===== config.mk =====
export PLATFORM = sky130hd
export DESIGN_NAME = apb_master_bridge_flat
export DESIGN_NICKNAME = d
export VERILOG_FILES = /design/src/rtl/apb_master_bridge_if.sv /design/src/rtl/apb_master_bridge.sv /design/src/flat_wrapper.sv
export SDC_FILE = /design/constraint.sdc
export NUM_CORES = 1
export LEC_CHECK = 0
export CORE_AREA = 2 2 118 120
export DETAILED_ROUTE_END_ITERATION = 10
export DIE_AREA = 0 0 120 122
export PLACE_DENSITY = 0.83
export SYNTH_ARGS = -nofsm -noshare
export SYNTH_HDL_FRONTEND = slang
export SYNTH_SLANG_ARGS = --single-unit

===== constraint.sdc =====
create_clock -name PCLK -period 5.8 [get_ports PCLK]
set_input_delay 0.87 -clock PCLK [delete_from_list [all_inputs] [get_ports PCLK]]
set_output_delay 0.87 -clock PCLK [all_outputs]
set_load 0.01 [all_outputs]

===== src/rtl/apb_master_bridge_if.sv =====
// APB3 bus bundle between the bridge and its four peripheral slaves.
interface apb_master_bridge_if;
    logic [31:0] PADDR;
    logic [31:0] PWDATA;
    logic        PWRITE;
    logic        PENABLE;
    logic [3:0]  PSEL;
    logic [31:0] PRDATA0;
    logic [31:0] PRDATA1;
    logic [31:0] PRDATA2;
    logic [31:0] PRDATA3;
    logic        PREADY0;
    logic        PREADY1;
    logic        PREADY2;
    logic        PREADY3;

    modport master (
        output PADDR, PWDATA, PWRITE, PENABLE, PSEL,
        input  PRDATA0, PRDATA1, PRDATA2, PRDATA3,
        input  PREADY0, PREADY1, PREADY2, PREADY3
    );

    modport slave (
        input  PADDR, PWDATA, PWRITE, PENABLE, PSEL,
        output PRDATA0, PRDATA1, PRDATA2, PRDATA3,
        output PREADY0, PREADY1, PREADY2, PREADY3
    );
endinterface


===== src/rtl/apb_master_bridge.sv =====
// CPU load/store to APB3 bridge for four 4 KB peripheral windows, with
// address decode, response mux and an ACCESS-phase timeout.
module apb_master_bridge #(
    parameter logic [31:0] BASE_ADDR     = 32'h1000_0000,
    parameter int unsigned SLV_SIZE_LOG2 = 12,
    parameter int unsigned TIMEOUT_CYC   = 16
) (
    input  logic                       PCLK,
    input  logic                       PRESET,
    input  logic                       transfer,
    input  logic                       write,
    input  logic [31:0]                addr,
    input  logic [31:0]                wdata,
    output logic [31:0]                rdata,
    output logic                       ready,
    output logic                       err,
    apb_master_bridge_if.master        apb
);

    localparam int unsigned CW = $clog2(TIMEOUT_CYC + 1);

    typedef enum logic [1:0] {
        IDLE,
        SETUP,
        ACCESS
    } state_t;

    state_t        state, state_nx;
    logic [1:0]    idx_q;
    logic [CW-1:0] cnt, cnt_nx, cnt_inc;
    logic          ready_nx, err_nx, latch;
    logic [31:0]   rdata_nx;
    logic [31:0]   offset, slot;
    logic          hit;
    logic          sel_ready;
    logic [31:0]   sel_rdata;

    assign offset  = addr - BASE_ADDR;
    assign slot    = offset >> SLV_SIZE_LOG2;
    assign hit     = (addr >= BASE_ADDR) && (slot < 32'd4);
    assign cnt_inc = cnt + CW'(1);

    // Response mux: only the latched slave's PREADY/PRDATA are observed.
    always_comb begin
        sel_ready = 1'b0;
        sel_rdata = '0;
        case (idx_q)
            2'd0: begin sel_ready = apb.PREADY0; sel_rdata = apb.PRDATA0; end
            2'd1: begin sel_ready = apb.PREADY1; sel_rdata = apb.PRDATA1; end
            2'd2: begin sel_ready = apb.PREADY2; sel_rdata = apb.PRDATA2; end
            default: begin sel_ready = apb.PREADY3; sel_rdata = apb.PRDATA3; end
        endcase
    end

    // APB select/enable decoded from the current state.
    always_comb begin
        apb.PSEL    = '0;
        apb.PENABLE = (state == ACCESS);
        if (state != IDLE) begin
            apb.PSEL[idx_q] = 1'b1;
        end
    end

    // Next-state and completion logic.
    always_comb begin
        state_nx = state;
        cnt_nx   = cnt;
        ready_nx = 1'b0;
        err_nx   = 1'b0;
        rdata_nx = rdata;
        latch    = 1'b0;
        case (state)
            IDLE: begin
                if (transfer) begin
                    latch = 1'b1;
                    if (hit) begin
                        state_nx = SETUP;
                        cnt_nx   = '0;
                    end else begin
                        // Decode miss: complete with error without touching the bus.
                        ready_nx = 1'b1;
                        err_nx   = 1'b1;
                        rdata_nx = '0;
                    end
                end
            end
            SETUP: begin
                state_nx = ACCESS;
            end
            ACCESS: begin
                cnt_nx = cnt_inc;
                if (sel_ready) begin
                    state_nx = IDLE;
                    ready_nx = 1'b1;
                    rdata_nx = apb.PWRITE ? '0 : sel_rdata;
                end else if (cnt_inc == CW'(TIMEOUT_CYC)) begin
                    state_nx = IDLE;
                    ready_nx = 1'b1;
                    err_nx   = 1'b1;
                    rdata_nx = '0;
                end
            end
            default: begin
                state_nx = IDLE;
            end
        endcase
    end

    // State register.
    always_ff @(posedge PCLK or posedge PRESET) begin
        if (PRESET) begin
            state <= IDLE;
        end else begin
            state <= state_nx;
        end
    end

    // Request latch, timeout counter and CPU response registers.
    always_ff @(posedge PCLK or posedge PRESET) begin
        if (PRESET) begin
            apb.PADDR  <= '0;
            apb.PWDATA <= '0;
            apb.PWRITE <= 1'b0;
            idx_q      <= '0;
            cnt        <= '0;
            ready      <= 1'b0;
            err        <= 1'b0;
            rdata      <= '0;
        end else begin
            cnt   <= cnt_nx;
            ready <= ready_nx;
            err   <= err_nx;
            rdata <= rdata_nx;
            if (latch) begin
                apb.PADDR  <= addr;
                apb.PWDATA <= wdata;
                apb.PWRITE <= write;
                idx_q      <= slot[1:0];
            end
        end
    end

endmodule


===== src/flat_wrapper.sv =====
// flat-port wrapper written by rule: the top's interface ports become plain ports
module apb_master_bridge_flat 
#(
    parameter logic [31:0] BASE_ADDR     = 32'h1000_0000,
    parameter int unsigned SLV_SIZE_LOG2 = 12,
    parameter int unsigned TIMEOUT_CYC   = 16
)
  (PCLK, PRESET, transfer, write, addr, wdata, rdata, ready, err, apb_PADDR, apb_PWDATA, apb_PWRITE, apb_PENABLE, apb_PSEL, apb_PRDATA0, apb_PRDATA1, apb_PRDATA2, apb_PRDATA3, apb_PREADY0, apb_PREADY1, apb_PREADY2, apb_PREADY3);
  apb_master_bridge_if apb_i ();
  input  logic PCLK;
  input  logic PRESET;
  input  logic transfer;
  input  logic write;
  input  logic [31:0] addr;
  input  logic [31:0] wdata;
  output logic [31:0] rdata;
  output logic ready;
  output logic err;
  output wire logic [$bits(apb_i.PADDR)-1:0] apb_PADDR;
  output wire logic [$bits(apb_i.PWDATA)-1:0] apb_PWDATA;
  output wire logic [$bits(apb_i.PWRITE)-1:0] apb_PWRITE;
  output wire logic [$bits(apb_i.PENABLE)-1:0] apb_PENABLE;
  output wire logic [$bits(apb_i.PSEL)-1:0] apb_PSEL;
  input wire logic [$bits(apb_i.PRDATA0)-1:0] apb_PRDATA0;
  input wire logic [$bits(apb_i.PRDATA1)-1:0] apb_PRDATA1;
  input wire logic [$bits(apb_i.PRDATA2)-1:0] apb_PRDATA2;
  input wire logic [$bits(apb_i.PRDATA3)-1:0] apb_PRDATA3;
  input wire logic [$bits(apb_i.PREADY0)-1:0] apb_PREADY0;
  input wire logic [$bits(apb_i.PREADY1)-1:0] apb_PREADY1;
  input wire logic [$bits(apb_i.PREADY2)-1:0] apb_PREADY2;
  input wire logic [$bits(apb_i.PREADY3)-1:0] apb_PREADY3;
  assign apb_PADDR = apb_i.PADDR;
  assign apb_PWDATA = apb_i.PWDATA;
  assign apb_PWRITE = apb_i.PWRITE;
  assign apb_PENABLE = apb_i.PENABLE;
  assign apb_PSEL = apb_i.PSEL;
  assign apb_i.PRDATA0 = apb_PRDATA0;
  assign apb_i.PRDATA1 = apb_PRDATA1;
  assign apb_i.PRDATA2 = apb_PRDATA2;
  assign apb_i.PRDATA3 = apb_PRDATA3;
  assign apb_i.PREADY0 = apb_PREADY0;
  assign apb_i.PREADY1 = apb_PREADY1;
  assign apb_i.PREADY2 = apb_PREADY2;
  assign apb_i.PREADY3 = apb_PREADY3;
  apb_master_bridge #(.BASE_ADDR(BASE_ADDR), .SLV_SIZE_LOG2(SLV_SIZE_LOG2), .TIMEOUT_CYC(TIMEOUT_CYC)) u_core (.PCLK(PCLK), .PRESET(PRESET), .transfer(transfer), .write(write), .addr(addr), .wdata(wdata), .rdata(rdata), .ready(ready), .err(err), .apb(apb_i));
endmodule

==> impl_metrics.ini, run 1 <==
; yosys + openroad results
[critical_path]
r2r-end = u_core.rdata[14]
arrival_ps = 2040
critPathRequiredTime_ps = 4930
crit-reg2reg-launch = u_core.idx_q[0]
critPathLaunchType = flop
crit_type = reg -> out
startpoint = u_core.idx_q[0]
cp-end-kind = primary output
crit_end = apb_PSEL[1]
ff2ff_path_depth = 5
cp_max_fo = 39
ff2ff_setup_slack_ps = 3280

[status]
status = finished, final reports clean

[clocking]
cts-resized-gates = 0
cts-root-buf = clkbuf_16
clockBufferDepth = 2
clock_sinks = 106
clk_latency_ps = 340
cts_tree = done
htreeDepth = 3
cts_made_buffers = 9
path_clk_slew_ps = 70
cts_hold_buf = 0
post_cts_buffers = 0

[layout]
diodes = 0
drive_gt1_share_pct = 24.96
final_nets = 805
area_growth_pct = 71.22
stdcell_count = 789

[die]
fp_util_pct = 36.31
die_x_um = 120
fp-row-count = 43
dieArea_sq_um = 14640
core_sq_um = 13500
io_pins = 304
fp.dieH_um = 122

[synth]
async_reset_ff_share_pct = 100.0
top_cell = dfrtp_1
yosysTopAreaCell = dfrtp_1
netlist_area_sq_um = 4903
ys.flops = 106
yosys.area.top_type_share_pct = 54.10
edf_count = 0
synth_seq_share_pct = 54.10
ys_types = 35
area_leaders = dfrtp_1 54%, mux4_2 15%, mux2_2 15%, a22o_2 4.7%, a22o_1 2.3%
synth-main-ff-cell = dfrtp_1
fp_nets = 508
yosysWarningCount = 0
synth_cells = 307
synth_stat.cells = 307
synth_area_per_cell_sq_um = 15.97
common_cells = 106 x dfrtp_1, 65 x mux2_2, 33 x mux4_2
yosys_area_sq_um = 4903

[final_timing]
tightest_slew_ps = 1128
max_freq_mhz = 343.1
finalHoldViolations = 0
hold_ws_ps = 505.6
skew_ps = 9.479
fin_crit_sh_pct = 50.25
min_period_ps = 2915
rsz0062_at_grt = false
fin_setup_tns_ps = 0
setup_viol = 0
drv_slew = 0
fin_ws_ps = 2885
slew_headroom_pct = 24.79

[global_route]
grt_pass1_wl_mm = 22.37
grt_pass1_vias = 4266
antenna_found_initial = 0
grt_max_degree = 57
grt_overflow_total = 0

[placement]
dpl.cell_count = 773
place_congestion = 0.7849
place_ws_ps = 2586
port_buffers = 303
dp_hpwl_mm = 11.68

[power_and_ir_drop]
power_density_nw_per_um2 = 225.2
pwr-share-comb_pct = 24.0
power_frac_clock_pct = 32.5
switchingPower_uw = 447.0
max-vdd-ir-drop_uv = 162.4
p_int_uw = 1444
seqPwrFrac_pct = 43.4
p_leak_uw = 0.003366
switching_share_pct = 23.64

[flow_run]
drv_cap = 0
warning_count = 26

[route]
drcViolationCount = 0
first_pass_iters = 4
dr.first_iter.drc_count = 160
vias_per_cell = 5.053
postRouteAntennaNets = 0

[min_path]
hold_class = reg -> reg
run 1: power groups by stage:
stage	clock network (uW)	registers, uW	logic, uW
after floorplan	0	854	171
after global placement	0	830	453
after detailed placement	0	835	461
after CTS	637	821	462
after global routing	671	827	486
final	615	821	455
run 1: per-stage QoR:
| step | area [sq um] | power (uW) | utilization, % |
|---|---|---|---|
| after floorplan | 4903 | 1025 | - |
| after global placement | 8090 | 1283 | 59.91 |
| after detailed placement | 8090 | 1296 | 59.91 |
| after CTS | 8396 | 1920 | 62.17 |
| after global routing | 8396 | 1984 | 62.17 |
| final | 8396 | 1891 | 62.17 |
run 1: critical path, cell delays in order, from the launching register on:
cell             delay (ps)
dfrtp_2                 340
buf_4                   530
nor3b_1                 260
clkdlybuf4s50_1         580
run 1: registers in the layout, summed over array words and instances (netlist names):
register,cells
u_core.apb.PADDR,31
u_core.cnt,5
u_core.apb.PWRITE,1
u_core.err,1
u_core.state,2
u_core.rdata,32
u_core.ready,1
u_core.apb.PWDATA,32
u_core.idx_q,1
run 1: layout make-up:
cell class                 count  area [sq um]
clock buffer                  11         242.7
clock inverter                 5         62.56
fill                        1040          5109
inverter                       4         17.52
multi-input combinational    176          2131
sequential                   106          2654
tap                          180         225.2
timing repair buffer         307          3063
run 1: cells by family after synthesis:
family | after synthesis | share of synthesized area [%]
mux | 99 | 30.29
simple gates | 30 | 4.236
compound gates | 46 | 8.548
buf+inv | 25 | 2.577
fa+ha+maj | 1 | 0.2551
flops | 106 | 54.10
run 1: per-layer routing:
metal / routed length [um] / vias to the layer above / GRT usage (%)
li1: - / 1788 / -
met1: 5220 / 1961 / 22.05
met2: 7910 / 212 / 36.47
met3: 1208 / 26 / 5.243
met4: 340 / 0 / 7.647
met5: 0 / - / 0
run 1: placed cells by master, fill, tap and decap left out, types with 2 or more instances in the layout:
cell / netlist / routed
nand3_1: 3 / 3
or4_4: 2 / 2
dfrtp_1: 106 / 105
nor3b_1: 3 / 2
o21ai_0: 3 / 3
nand2b_1: 2 / 2
a21o_1: 2 / 2
inv_1: 4 / 3
or2_2: 2 / 2
nand2_1: 4 / 4
buf_4: 1 / 4
clkdlybuf4s50_1: 0 / 303
a22o_1: 13 / 13
clkinvlp_4: 0 / 2
mux4_2: 33 / 33
a31oi_1: 2 / 2
nor3_1: 4 / 4
mux2_2: 65 / 65
clkbuf_16: 0 / 9
a22o_2: 23 / 23
run 1: worst min path at each step:
| stage | slack [ps] | end | start | cells past startpoint |
|---|---|---|---|---|
| after detailed placement | 490 | u_core.rdata[12] | u_core.rdata[12] | 1 |
| after CTS | 510 | u_core.apb.PADDR[21] | u_core.apb.PADDR[21] | 1 |
| after global placement | 490 | u_core.apb.PWDATA[9] | u_core.apb.PWDATA[9] | 1 |
| final | 510 | u_core.apb.PWDATA[9] | u_core.apb.PWDATA[9] | 1 |
| after global routing | 520 | u_core.apb.PADDR[6] | u_core.apb.PADDR[6] | 1 |
| after floorplan | 500 | u_core.cnt[0] | u_core.cnt[0] | 1 |
Run 1, placement view:
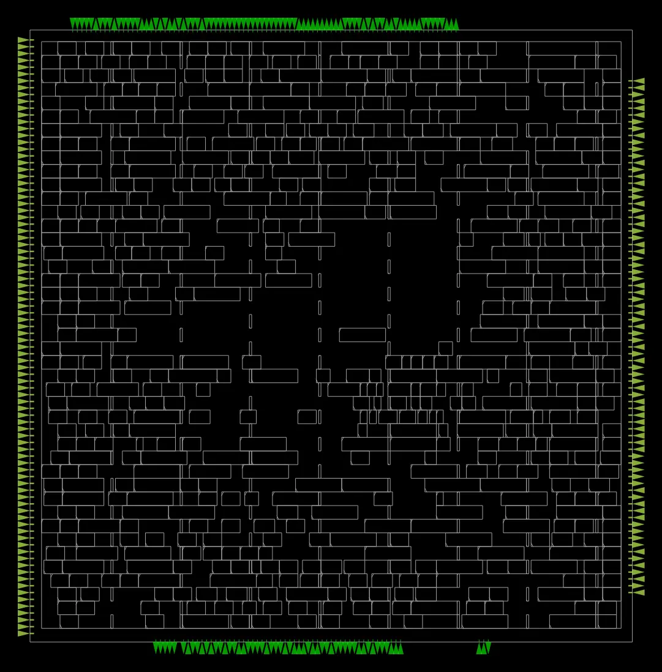
n_taps: 180
Fill cells: 1040
register share of the cell area: 31.61%
utilization after layout: 62.17%

Run 1, wiring heat map:
24 x 24 tiles, from black (low) to pale yellow (high), scaled to the fullest tile. Values are wire area over tile area, all layers added.
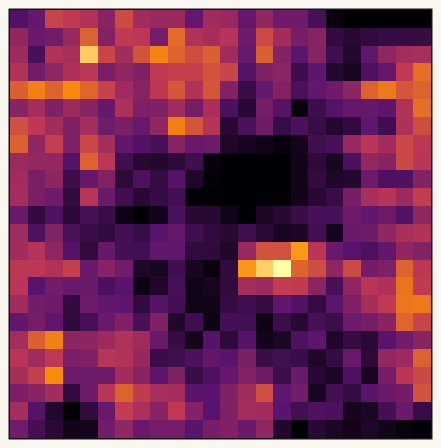
4.5% of the tiles are nearly empty. The densest ninth of the die: upper left. The mean over all tiles is 0.16. The fullest tile reaches 0.54.
total wire length: 14.68 mm
GRT Total Usage: 19.90%
Vias: 3987
wire per inst: 18.61 um

Run 1, register map, names as in the netlist:
Other sequential cells in the stronger grey, the rest of the logic in the fainter grey.
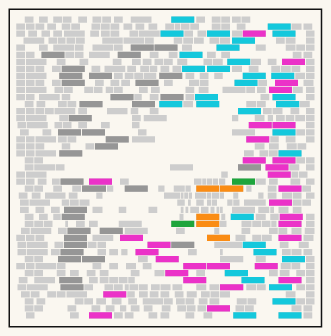
u_core.apb.PADDR: in magenta, placed flops 31. u_core.apb.PWDATA: in cyan, placed flops 32. u_core.cnt: in orange, placed flops 5. u_core.state: in green, placed flops 2.
Another 36 sequential cells are not coloured.
FF/Latch Area: 2654 sq um
P_seq: 821 uW

--- run 2 (diff from run 1) ---
Settings changed: CORE_AREA 2 2 118 120 to unset, CORE_UTILIZATION set to 34, DIE_AREA 0 0 120 122 to unset, PLACE_DENSITY 0.83 to 0.81.
Clock period 5.8 ns to 2.4 ns, I/O delays scaled along.
Run 2, nets reached from selected ports:
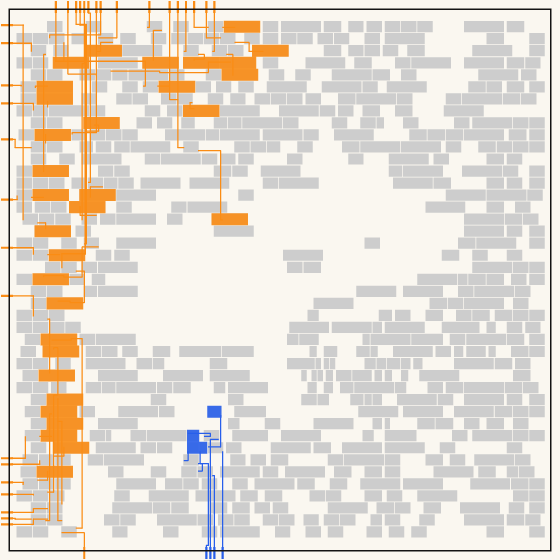
apb_PRDATA3: in orange, bits 32, direction input, edge 16 top, 15 left, 1 bottom, end cells 32, wire 937 um. apb_PSEL: in blue, bits 4, direction output, edge bottom, end cells 4, wire 113 um.
# IOs: 304
PortBufs: 303

==> run 2 against run 1 <==
  * Hold slack got worse by 120 ps
  * Non-clock buffer count rose by 5
  * Register-to-register slack got worse by 2800 ps
  * Cell count rose by 0.63%
  * Via count fell by 0.98%
  * Sequential power rose by 140%
  * Synthesized area did not move
  * Combinational power rose by 140%
  * Die size rose by 1.8%
  * Critical path depth rose by 4
  * Global-route usage fell by 0.33 points
  * Critical endpoint is now u_core.rdata[21]
  * Largest power group unchanged
==> impl_metrics.ini, run 2 <==
; yosys + openroad results
[status]
status = finished, final reports clean

[synth]
top_cell = dfrtp_1
async_reset_ff_share_pct = 100.0
yosys_area_sq_um = 4903
synth_area_per_cell_sq_um = 15.97
yosysTopAreaCell = dfrtp_1
yosys.area.top_type_share_pct = 54.10
edf_count = 0
synth_stat.cells = 307
area_leaders = dfrtp_1 54%, mux4_2 15%, mux2_2 15%, a22o_2 4.7%, a22o_1 2.3%

[layout]
diodes = 0
final_nets = 810
top_regs = u_core.apb.PWDATA x32, u_core.rdata x32, u_core.apb.PADDR x31
final_common_cell = clkdlybuf4s50_1
n_fill_cell = 1090
area_growth_pct = 72.65
final_cell_mix = 303 x clkdlybuf4s50_1, 105 x dfrtp_1, 65 x mux2_2
mi_logic_area_sq_um = 2131

[final_timing]
slew_headroom_pct = 68.09
finalHoldViolations = 0
hold_ws_ps = 383.0
tightest_slew_ps = 477.7
drv_slew = 0
fin_crit_sh_pct = 93.62
min_period_ps = 2247
skew_ps = 4.182
rsz0062_at_grt = false

[clocking]
cts-root-buf = clkbuf_16
cts-resized-gates = 0
htreeDepth = 3
clock_sinks = 106

[critical_path]
slowest_delay_ps = 560
arrival_ps = 2530
crit-reg2reg-launch = u_core.state[1]
startpoint = addr[15]
cp_max_fo = 25
ff2ff_setup_slack_ps = 450
r2r-end = u_core.apb.PWDATA[23]
worst_path_max_delay_cell = or4_4
cp_cell_sequence = clkdlybuf4s50_1, or4_4, nor4_2, nor4b_4, o22a_4, buf_12, a22o_1
cp-end-kind = flop

[placement]
place_ws_ps = -191.6
place_congestion = 0.7690
dp_hpwl_mm = 11.81

[global_route]
grt.total_usage_pct = 19.57
grt_overflow_total = 0
antenna_found_initial = 0
grt_pass1_vias = 4144

[die]
fp.dieH_um = 122.1
dieArea_sq_um = 14910
die_x_um = 122.1
core_sq_um = 13990
fp_util_pct = 35.05
fp-row-count = 43

[route]
vias_per_cell = 4.972
vias = 3948
drcViolationCount = 0
first_pass_iters = 4
wire_per_inst_um = 18.56

[power_and_ir_drop]
pwr-share-comb_pct = 24.6
max-vdd-ir-drop_uv = 388.4
finalPower_uw = 4539
switchingPower_uw = 1150
power_frac_clock_pct = 31.7

[flow_run]
warning_count = 26
==> run 2: cell counts after synthesis <==
Identical to the previous run, type by type.
==> run 2: power groups by stage <==
stage	Clock (uW)	Combinational [uW]	Sequential, uW
after global placement	0	1110	2010
after CTS	1480	1130	1990
after floorplan	0	413	2070
after detailed placement	0	1130	2020
after global routing	1560	1190	2000
final	1440	1110	1980
==> run 2: worst max-delay path by stage <==
stage                     depth (start not counted)               end
final                                             7  u_core.rdata[21]
after global routing                              3       apb_PSEL[3]
after CTS                                         3       apb_PSEL[3]
after detailed placement                          7  u_core.rdata[21]
after global placement                            7  u_core.rdata[14]
after floorplan                                   4  u_core.rdata[12]
==> run 2: layout make-up <==
type                            count  area share, %
Tap cell                          180          2.660
Multi-Input combinational cell    176          25.17
Sequential cell                   106          31.35
Timing Repair Buffer              312          37.22
Inverter                            4         0.2217
Clock inverter                      7         0.7242
Clock buffer                        9          2.660
==> run 2: kinds of logic after synthesis <==
| group | after synthesis | synth area share (%) |
|---|---|---|
| flip-flops | 106 | 54.10 |
| AND/OR/NAND/NOR | 30 | 4.236 |
| AND-OR/OR-AND | 46 | 8.548 |
| buffers and inverters | 25 | 2.577 |
| multiplexers | 99 | 30.29 |
| adder cells (fa/ha/maj) | 1 | 0.2551 |
==> run 2: stage by stage <==
stage,TNS (ps),util (%),area (sq um)
2_1_floorplan,0,-,4907
3_3_place_gp,-5279,58.47,8179
3_5_place_dp,-5932,58.47,8179
4_1_cts,0,60.52,8466
5_1_grt,0,60.52,8466
6_report,0,60.52,8466
==> run 2: critical path, delay by kind of cell <==
| family | cells | cell delay (ps) |
|---|---|---|
| buffers and inverters | 2 | 600 |
| AOI/OAI and AO/OA | 2 | 400 |
| and+or+nand+nor | 3 | 1150 |
==> run 2: routing by layer <==
layer	up-vias	part of all wire [%]	track usage, %
met5	-	0	0
met3	22	7.7	4.213
met2	199	53	35.52
met1	1926	37	22.10
li1	1801	-	-
met4	0	2.4	8.079
--- run 3 (diff from run 2) ---
Settings changed: CORE_UTILIZATION 34 to 35, CTS_BUF_LIST set to sky130_fd_sc_hd__clkbuf_8, PLACE_DENSITY 0.81 to 0.83.
Run 3, placement view:
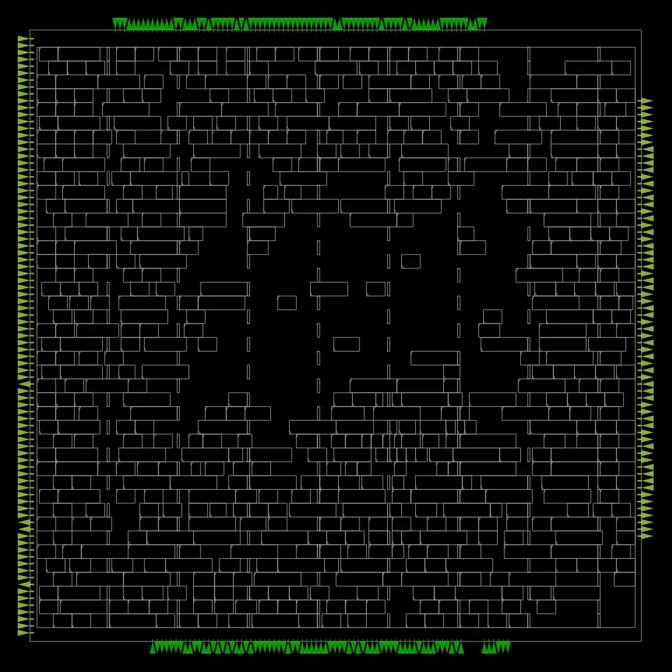
n_taps: 176
standard-cell rows: 42

==> run 3 against run 2 <==
  * Highest routed layer unchanged
  * Combinational power barely moved
  * Sequential share of layout area rose by 0.24 points
  * Sequential power about the same
  * Utilization up 1.9 points
  * Clock skew rose by 4.5 ps
  * Total power down 4.9%
==> impl_metrics.ini, run 3 <==
; yosys + openroad results
[status]
status = finished, final reports clean

[synth]
top_cell = dfrtp_1
synth_seq_share_pct = 54.10
synth_area_per_cell_sq_um = 15.97
common_cells = 106 x dfrtp_1, 65 x mux2_2, 33 x mux4_2
yosys.area.top_type_share_pct = 54.10
yosysWarningCount = 0
synth_stat.cells = 307
edf_count = 0
yosys_area_sq_um = 4903
ys_types = 35
yosysTopAreaCell = dfrtp_1
synth_cells = 307
area_leaders = dfrtp_1 54%, mux4_2 15%, mux2_2 15%, a22o_2 4.7%, a22o_1 2.3%
netlist_area_sq_um = 4903
ys.flops = 106
fp_nets = 508
async_reset_ff_share_pct = 100.0
synth-main-ff-cell = dfrtp_1

[global_route]
grt_overflow_total = 0
grt_pass1_vias = 4302
antenna_found_initial = 0
grt_util_met2_pct = 37.90
grt_util_met1_pct = 23.50
grt.busiest_layer = met2
grt.total_usage_pct = 20.54
grt_pass1_wl_mm = 22.67
grt_max_degree = 107
met3_usage_pct = 4.764

[critical_path]
crit_type = reg -> out
cp_max_fo = 19
arrival_ps = 1910
worst-path-buf-inv = 2
cp_cell_sequence = buf_4, nor3b_1, clkdlybuf4s50_1
critPathRequiredTime_ps = 2040
crit-reg2reg-launch = u_core.idx_q[0]
cp.depth = 3
r2r-end = u_core.rdata[16]
critPathLaunchType = flop
crit_family = buffers and inverters
ff2ff_setup_slack_ps = 370
worst_path_max_delay_cell = clkdlybuf4s50_1
cp-end-kind = primary output
ff2ff_path_depth = 4
slowest_delay_ps = 630

[clocking]
cts_made_buffers = 9
cts_hold_buf = 0
cts-root-buf = clkbuf_8
htreeDepth = 3
clk_latency_ps = 360
cts_tree = done
path_clk_slew_ps = 100
clockBufferDepth = 2
clock_sinks = 106

[layout]
diodes = 0
final_common_cell = clkdlybuf4s50_1
final_nets = 810
top_regs = u_core.apb.PWDATA x32, u_core.rdata x32, u_core.apb.PADDR x31
n_fill_cell = 1057
mi_logic_area_sq_um = 2133
flop_area_sq_um = 2654
stdcell_count = 790
area_growth_pct = 71.34
drive_gt1_share_pct = 25.90
final_cell_mix = 303 x clkdlybuf4s50_1, 105 x dfrtp_1, 65 x mux2_2

[final_timing]
fin_setup_tns_ps = 0
slew_headroom_pct = 42.27
rsz0062_at_grt = false
min_period_ps = 2273
drv_slew = 0
max_freq_mhz = 440.0
fin_crit_sh_pct = 94.70
fin_ws_ps = 127.2
setup_viol = 0
finalHoldViolations = 0
tightest_slew_ps = 862.1
skew_ps = 8.706

[die]
dieArea_sq_um = 14490
fp_util_pct = 36.45
io_pins = 304
core_sq_um = 13450
fp.dieH_um = 120.4
die_x_um = 120.4

[placement]
dpl.cell_count = 774
port_buffers = 303
dp_hpwl_mm = 11.85
place_congestion = 0.7492
place_ws_ps = -179.4

[flow_run]
warning_count = 28
drv_cap = 0

[min_path]
min_delay_path_depth = 1
min-delay-start = u_core.apb.PADDR[2]
hold-path-endpoint = u_core.apb.PADDR[2]
hold_class = reg -> reg

[power_and_ir_drop]
seqPwrFrac_pct = 45.9
max-vdd-ir-drop_uv = 284.1
power_density_nw_per_um2 = 514.0
power_frac_clock_pct = 28.3
switchingPower_uw = 1063
p_int_uw = 3255
p_leak_uw = 0.003373
pwr-share-comb_pct = 25.8
switching_share_pct = 24.61
finalPower_uw = 4318

[route]
dr.first_iter.drc_count = 140
wire_per_inst_um = 18.73
first_pass_iters = 4
postRouteAntennaNets = 0
vias_per_cell = 5.054
vias = 3993
drcViolationCount = 0
wirelength_mm = 14.80
[run 3: cell families after synthesis]
family          count (synthesis)  synth area share [%]
compound gates                 46                 8.548
fa+ha+maj                       1                0.2551
buf+inv                        25                 2.577
flops                         106                 54.10
mux                            99                 30.29
simple gates                   30                 4.236
[run 3: worst max path at each step]
stage | slack, ps | start | to
global placement | -90 | addr[15] | u_core.rdata[24]
floorplan | 340 | u_core.idx_q[0] | u_core.rdata[12]
detailed placement | -180 | addr[15] | u_core.rdata[11]
global route | 20 | u_core.idx_q[0] | apb_PSEL[2]
CTS | 50 | u_core.state[1] | apb_PSEL[3]
finish | 130 | u_core.idx_q[0] | apb_PSEL[2]
[run 3: area by class of cell]
type | instances | area share [%]
Clock buffer | 9 | 1.474
Clock inverter | 7 | 1.206
Inverter | 4 | 0.2234
Multi-Input combinational cell | 176 | 25.39
Sequential cell | 106 | 31.59
Tap cell | 176 | 2.621
Timing Repair Buffer | 312 | 37.50
[run 3: what timing repair did]
item / 4_1_cts / 5_1_grt
resized: 0 / 1
endpoints found under the setup margin: 0 / 1
buffers inserted: 0 / 0
hold endpoints to repair: 0 / 0
[run 3: per-layer routing]
layer / up-vias / wire [um] / share of wire, %
met1: 1975 / 5475 / 37
met3: 25 / 1040 / 7.0
met4: 0 / 267 / 1.8
li1: 1799 / - / -
met5: - / 0 / 0
met2: 194 / 8013 / 54
[run 3: metrics by stage]
stage                     utilization (%)  cell area, sq um  hold WS, ps
after floorplan                         -              4907        496.6
after global placement              60.76              8174        488.2
after detailed placement            60.76              8174        493.3
after CTS                           62.43              8399        518.1
after global routing                62.45              8402        530.6
final                               62.45              8402        512.8
[run 3: power by group through the flow]
stage	sequential, uW	clock (uW)	combinational (uW)
2_1_floorplan	2070	0	413
3_3_place_gp	2010	0	1100
3_5_place_dp	2020	0	1130
4_1_cts	1980	1260	1130
5_1_grt	2000	1330	1180
6_report	1980	1220	1110

==> notes/layouts.md <==
Pictures saved along the way, in no particular order.

Signal wires on met3.
picture 1
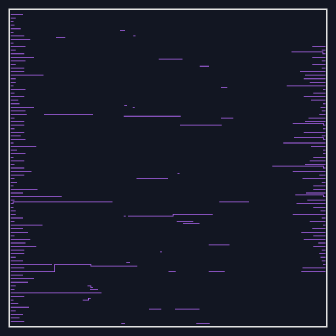
picture 2
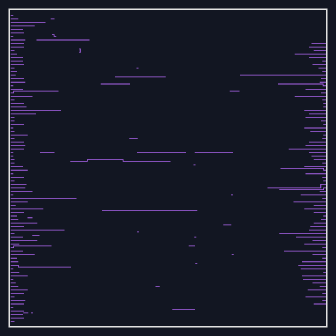
picture 3
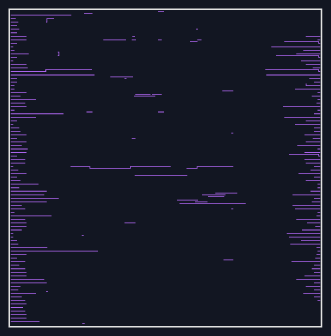
picture 3: run 1
picture 2: run 2
picture 1: run 3

Key to picture 2:
The layer carries 1130 um of wire. 177 nets have wire on it.

Power figures rest on the tool's default switching activity, not on a simulated workload.
